===== src/rtl/multi_timer_pkg.sv =====
// Shared definitions for the multi-channel kitchen timer controller.
//   - Per-channel run-state encodings (3-bit).
//   - ch_width(): width of a channel index, never less than one bit.
package multi_timer_pkg;

    typedef logic [2:0] state_t;

    localparam state_t IDLE  = 3'd0;
    localparam state_t PROG  = 3'd1;
    localparam state_t LOAD  = 3'd2;
    localparam state_t RUN   = 3'd3;
    localparam state_t PAUSE = 3'd4;
    localparam state_t DONE  = 3'd5;

    function automatic int unsigned ch_width(input int unsigned n);
        return (n <= 1) ? 1 : $clog2(n);
    endfunction

endpackage


===== src/rtl/timer_channel_fsm.sv =====
// One timer channel: run-state FSM, alarm window counter and state decode.
// Ports:
//   clk, reset        clock, synchronous active-high reset
//   sel               this channel is the one addressed by the shared buttons
//   cooktime_req      level: program request
//   start_req         pulse: load and start
//   pause_req         pulse: toggle RUN/PAUSE
//   clear_req         pulse: back to IDLE
//   timer_done        this channel's countdown reached zero
//   prog_mode         state is PROG
//   load_timer        state is LOAD
//   run               state is RUN
//   paused            state is PAUSE
//   alarm_active      in DONE and the alarm window has not yet expired
module timer_channel_fsm
    import multi_timer_pkg::*;
#(
    parameter int unsigned ALARM_CYCLES = 16
) (
    input  logic clk,
    input  logic reset,
    input  logic sel,
    input  logic cooktime_req,
    input  logic start_req,
    input  logic pause_req,
    input  logic clear_req,
    input  logic timer_done,
    output logic prog_mode,
    output logic load_timer,
    output logic run,
    output logic paused,
    output logic alarm_active
);

    localparam int unsigned CNT_W = $clog2(ALARM_CYCLES + 1);
    localparam logic [CNT_W-1:0] ALARM_LOAD = CNT_W'(ALARM_CYCLES);

    state_t           state_q, state_d;
    logic [CNT_W-1:0] alarm_cnt_q, alarm_cnt_d;

    // Commands only count when this channel is the selected one.
    logic clear, cook, start, pause;
    assign clear = sel & clear_req;
    assign cook  = sel & cooktime_req;
    assign start = sel & start_req;
    assign pause = sel & pause_req;

    always_ff @(posedge clk) begin
        if (reset) begin
            state_q     <= IDLE;
            alarm_cnt_q <= '0;
        end else begin
            state_q     <= state_d;
            alarm_cnt_q <= alarm_cnt_d;
        end
    end

    always_comb begin
        state_d = state_q;
        case (state_q)
            IDLE: begin
                if (clear)      state_d = IDLE;
                else if (cook)  state_d = PROG;
                else if (start) state_d = LOAD;
            end
            PROG: begin
                if (clear)      state_d = IDLE;
                else if (cook)  state_d = PROG;
                else if (start) state_d = LOAD;
            end
            LOAD: state_d = RUN;
            RUN: begin
                // timer_done acts even when unselected; only clear outranks it.
                if (clear)           state_d = IDLE;
                else if (timer_done) state_d = DONE;
                else if (cook)       state_d = PROG;
                else if (pause)      state_d = PAUSE;
            end
            PAUSE: begin
                if (clear)               state_d = IDLE;
                else if (cook)           state_d = PROG;
                else if (start || pause) state_d = RUN;
            end
            DONE: begin
                if (clear)      state_d = IDLE;
                else if (cook)  state_d = PROG;
                else if (start) state_d = LOAD;
            end
            default: state_d = IDLE;
        endcase
    end

    // Alarm window: load on DONE entry, count down while in DONE, drop on exit.
    always_comb begin
        alarm_cnt_d = alarm_cnt_q;
        if (state_d != DONE) begin
            alarm_cnt_d = '0;
        end else if (state_q != DONE) begin
            alarm_cnt_d = ALARM_LOAD;
        end else if (alarm_cnt_q != '0) begin
            alarm_cnt_d = alarm_cnt_q - CNT_W'(1);
        end
    end

    always_comb begin
        prog_mode    = (state_q == PROG);
        load_timer   = (state_q == LOAD);
        run          = (state_q == RUN);
        paused       = (state_q == PAUSE);
        alarm_active = (state_q == DONE) && (alarm_cnt_q != '0);
    end

endmodule


===== src/rtl/multi_timer_control.sv =====
// N-channel kitchen timer controller. One shared set of buttons is steered to the
// channel chosen by ch_sel; each channel runs its own PROG/LOAD/RUN/PAUSE/DONE FSM.
// Ports:
//   clk, reset                          clock, synchronous active-high reset
//   ch_sel                              selected channel (out-of-range: commands ignored)
//   cooktime_req/start_req/pause_req/clear_req  shared command inputs
//   seconds_req/minutes_req             user increment requests
//   timer_done[NUM_CH]                  per-channel countdown reached zero
//   increment_seconds/minutes           requests passed through while selected channel is in PROG
//   prog_mode/load_timer/main_timer_enable/timer_enabled_led/timer_on_led  per-channel decode
//   alarm, alarm_ch                     any alarm active, lowest-index active channel
module multi_timer_control
    import multi_timer_pkg::*;
#(
    parameter int unsigned NUM_CH       = 2,
    parameter int unsigned BLINK_DIV    = 2,
    parameter int unsigned ALARM_CYCLES = 16,
    localparam int unsigned CH_W        = ch_width(NUM_CH)
) (
    input  logic              clk,
    input  logic              reset,
    input  logic [CH_W-1:0]   ch_sel,
    input  logic              cooktime_req,
    input  logic              start_req,
    input  logic              pause_req,
    input  logic              clear_req,
    input  logic              seconds_req,
    input  logic              minutes_req,
    input  logic [NUM_CH-1:0] timer_done,
    output logic              increment_seconds,
    output logic              increment_minutes,
    output logic [NUM_CH-1:0] prog_mode,
    output logic [NUM_CH-1:0] load_timer,
    output logic [NUM_CH-1:0] main_timer_enable,
    output logic [NUM_CH-1:0] timer_enabled_led,
    output logic [NUM_CH-1:0] timer_on_led,
    output logic              alarm,
    output logic [CH_W-1:0]   alarm_ch
);

    localparam int unsigned DIV_W = (BLINK_DIV <= 1) ? 1 : $clog2(BLINK_DIV);
    localparam logic [DIV_W-1:0] DIV_MAX = DIV_W'(BLINK_DIV - 1);
    localparam logic [CH_W:0]    NUM_CH_L = (CH_W + 1)'(NUM_CH);

    logic              sel_valid;
    logic [NUM_CH-1:0] ch_hit;
    logic [NUM_CH-1:0] run_vec;
    logic [NUM_CH-1:0] pause_vec;
    logic [NUM_CH-1:0] alarm_vec;

    logic [DIV_W-1:0]  div_q, div_d;
    logic              flash_q, flash_d;

    // Extra top bit so a full-width ch_sel can be compared against NUM_CH.
    assign sel_valid = ({1'b0, ch_sel} < NUM_CH_L);

    for (genvar c = 0; c < NUM_CH; c++) begin : g_ch
        assign ch_hit[c] = sel_valid && (ch_sel == CH_W'(c));

        timer_channel_fsm #(
            .ALARM_CYCLES (ALARM_CYCLES)
        ) u_ch (
            .clk          (clk),
            .reset        (reset),
            .sel          (ch_hit[c]),
            .cooktime_req (cooktime_req),
            .start_req    (start_req),
            .pause_req    (pause_req),
            .clear_req    (clear_req),
            .timer_done   (timer_done[c]),
            .prog_mode    (prog_mode[c]),
            .load_timer   (load_timer[c]),
            .run          (run_vec[c]),
            .paused       (pause_vec[c]),
            .alarm_active (alarm_vec[c])
        );
    end

    // Shared flash divider: free-runs only while some channel is in RUN.
    always_ff @(posedge clk) begin
        if (reset) begin
            div_q   <= '0;
            flash_q <= 1'b0;
        end else begin
            div_q   <= div_d;
            flash_q <= flash_d;
        end
    end

    always_comb begin
        div_d   = '0;
        flash_d = 1'b0;
        if (|run_vec) begin
            if (div_q == DIV_MAX) begin
                div_d   = '0;
                flash_d = ~flash_q;
            end else begin
                div_d   = div_q + DIV_W'(1);
                flash_d = flash_q;
            end
        end
    end

    always_comb begin
        main_timer_enable = run_vec;
        timer_enabled_led = run_vec | pause_vec;
        timer_on_led      = run_vec & {NUM_CH{flash_q}};
        increment_seconds = seconds_req & |(prog_mode & ch_hit);
        increment_minutes = minutes_req & |(prog_mode & ch_hit);
        alarm             = |alarm_vec;
    end

    // Scan high to low so the lowest active index wins.
    always_comb begin
        alarm_ch = '0;
        for (int i = int'(NUM_CH) - 1; i >= 0; i--) begin
            if (alarm_vec[i]) alarm_ch = CH_W'(i);
        end
    end

endmodule


===== config.mk =====
export PLATFORM = sky130hd
export DESIGN_NAME = multi_timer_control
export DESIGN_NICKNAME = d
export VERILOG_FILES = /design/src/rtl/multi_timer_pkg.sv /design/src/rtl/timer_channel_fsm.sv /design/src/rtl/multi_timer_control.sv
export SDC_FILE = /design/constraint.sdc
export NUM_CORES = 1
export LEC_CHECK = 0
export ABC_AREA = 1
export CAP_MARGIN = 25
export CORE_MARGIN = 4
export CORE_UTILIZATION = 35
export CTS_BUF_LIST = sky130_fd_sc_hd__clkbuf_4 sky130_fd_sc_hd__clkbuf_8
export DETAILED_ROUTE_END_ITERATION = 10
export GPL_ROUTABILITY_DRIVEN = 0
export GPL_TIMING_DRIVEN = 0
export SYNTH_ARGS = -nofsm -noshare
export SYNTH_HDL_FRONTEND = slang
export SYNTH_SLANG_ARGS = --single-unit

===== constraint.sdc =====
create_clock -name clk -period 1.8 [get_ports clk]
set_clock_uncertainty 0.05 [all_clocks]
set_input_delay 0.54 -clock clk [delete_from_list [all_inputs] [get_ports clk]]
set_output_delay 0.54 -clock clk [all_outputs]
set_load 0.005 [all_outputs]

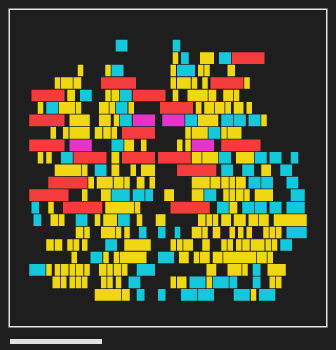
**Above:** placed cells, one color a class.
Scale bar: 20 um.
color	class	cells	share of their area
red	flip-flops	18	20%
yellow	all other logic	177	52%
magenta	clock drivers and dummy loads	4	2.8%
cyan	other buffers and delay cells	65	25%

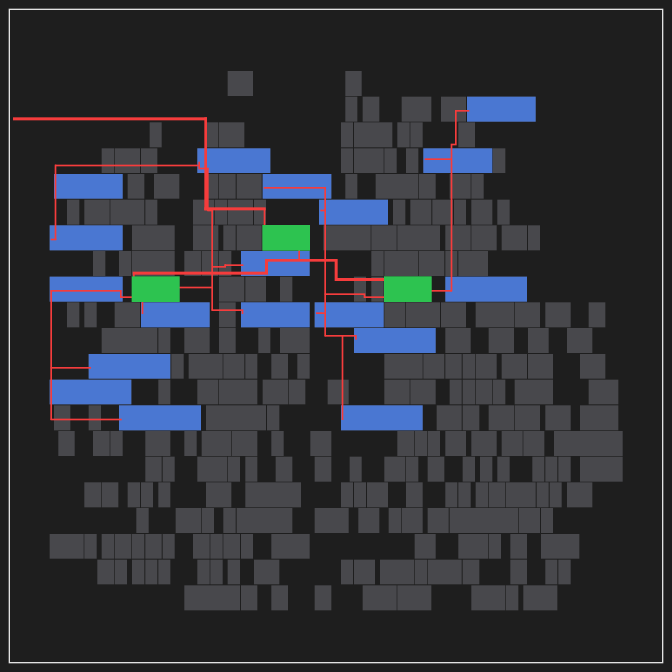
**Above:** clock wires, drivers and flops.
[green] cells driving clock nets | count: 3
[red] clock wires | length: 242 um
[blue] flip-flops | count: 18
routed clock nets	4

==> qor.txt <==
Reg area = 387 sq um
Die height = 69.0 um
Drt first pass iters = 4
Final Core Density = 57.5%
Die area = 0.00476 sq mm
Met1 Use GR = 20.1%
Core area = 0.00347 sq mm
Max Slew Vio Count = 0
Count of library flops with an enable pin = 0
Clock transition at the registers of the reported paths = 0.07 ns
Setup ws final = -0.104 ns
Metal3 WL = 109 um
Peak Freq = 525 MHz
Max FFs per register = 10
Slowest stage cell, crit path = dfxtp_4
And+or+nand+nor area frac = 39.6%
Period utilisation layout = 106%
Multi-input combinational cell count = 142
Sequential element share of the synthesized area = 27.7%
Failing checks = setup timing
Maximum vdd drop = 0.000567 V
CP bufs+invs = 3
Peak fanout along the critical path = 4
Max-area cell share = 27.7%
Yosys chip area = 0.00130 sq mm
XOR/XNOR share of the synthesized area = 3.37%
Yosys stat cell total = 203
Design Area, Final = 0.00199 sq mm
Hold Fails Final Rpt = 0
Top reg by flops = g_ch.u_ch.alarm_cnt_q
Count of input and output buffers = 23
Cell row count = 21
Fraction of area in registers = 19.4%
CTS Hold Bufs = 0
Met3 usage = 3.40%
Setup crit start kind = flip-flop
Die width = 69.0 um
Final Non-Filler Cells = 310
CP Cell Sequence = buf_6 -> nor3_4 -> nand2_2 -> buf_6 -> nor2_1 -> buf_2
Post-Synthesis Cell Area = 0.00130 sq mm
Met1 WL = 1.53 mm
N_diodes = 0
LEAKAGE = 0.957 nW
Inverters = 35
Met2 Wirelength = 1.79 mm
Main logic family after synthesis = simple AND/OR/NAND/NOR gates
Mux share = 1.54%
Clk_lat worst skew = 0.25 ns
Number of antenna violations at the first check in global routing = 0
Yosys adder share = 3.85%
Antenna-violating nets left = 0
OpenROAD warnings = 30
Pin count of the biggest net entering global routing = 11
Post-CTS Repair Setup Buffers = 24
Cell area leaders = dfxtp_1 (28%), nand2_1 (11%), nor2_1 (11%)
Final setup violation count = 3
Syn Inst Count = 203
Top Layout Cells = buf_4 (37), nand2_1 (32), nor2_1 (32)
Max-Cap Viols = 0
Worst Hold Slack = 0.388 ns
Avg Vias per Cell = 4.61
Seq cells post-synth = 18
CTS buffer count = 3
Logic share of the area = 42.9%
Ao+oa area frac = 9.71%
WL final = 3.44 mm
GR peak layer = met2
Most used DFF post-synth = dfxtp_1
Detailed Route Iter0 Violations = 85
Num ports = 25
Post-cts resize count = 73
Filler instances = 344
Setup_tns = -0.210 ns
Status = finished, violations left
Tmin final = 1.90 ns
Slowest stage delay, CP = 0.36 ns
Number of nets at floorplan = 218
Share of cells above drive strength 1 = 42.0%
Worst-Margin Slew = 0.369 ns
Top flop regs = g_ch.u_ch.alarm_cnt_q (10), g_ch.u_ch.state_q (6)
Signal buffers share of area = 24.7%
CP Capture Type = output port
Wire per inst = 11.1 um
Vias in the first global route = 1,296
Unrepaired setup endpoints after global routing = true
Worst path top cell family by delay = flip-flops
Detailed Place HPWL = 2.28 mm
Required @ worst endpoint = 1.21 ns
Fin nets = 280
Relative slew slack = 75.4%
Well-Tap Cells = 46
Flop count = 18
CLK BUF = 4
Non-clk bufs = 65
WS Path Type = reg2out
H-tree levels = 1
Synth warn = 0
Post-synthesis async set-or-reset flop share = 0%
Worst min-delay path class = reg2reg
Root Driver = clkbuf_8
Tot GR Track Use = 15.6%
[path summary, 6_finish.rpt]
kind | slack (ns) | cells past startpoint | startpoint | to
max | -0.10 | 6 | g_ch[1].u_ch.state_q[1] | alarm_ch
min | 0.39 | 1 | div_q | div_q
max reg2reg | 0.10 | 11 | g_ch[1].u_ch.alarm_cnt_q[1] | g_ch[1].u_ch.alarm_cnt_q[0]
min reg2reg | 0.39 | 1 | div_q | div_q
[report_power, final]
| group | switching, mW | total (mW) | internal (mW) |
|---|---|---|---|
| clock | 0.133 | 0.327 | 0.194 |
| sequential | 0.0170 | 0.421 | 0.404 |
| combinational | 0.123 | 0.237 | 0.113 |
| total | 0.273 | 0.985 | 0.712 |
Power and IR drop assume default switching activity.
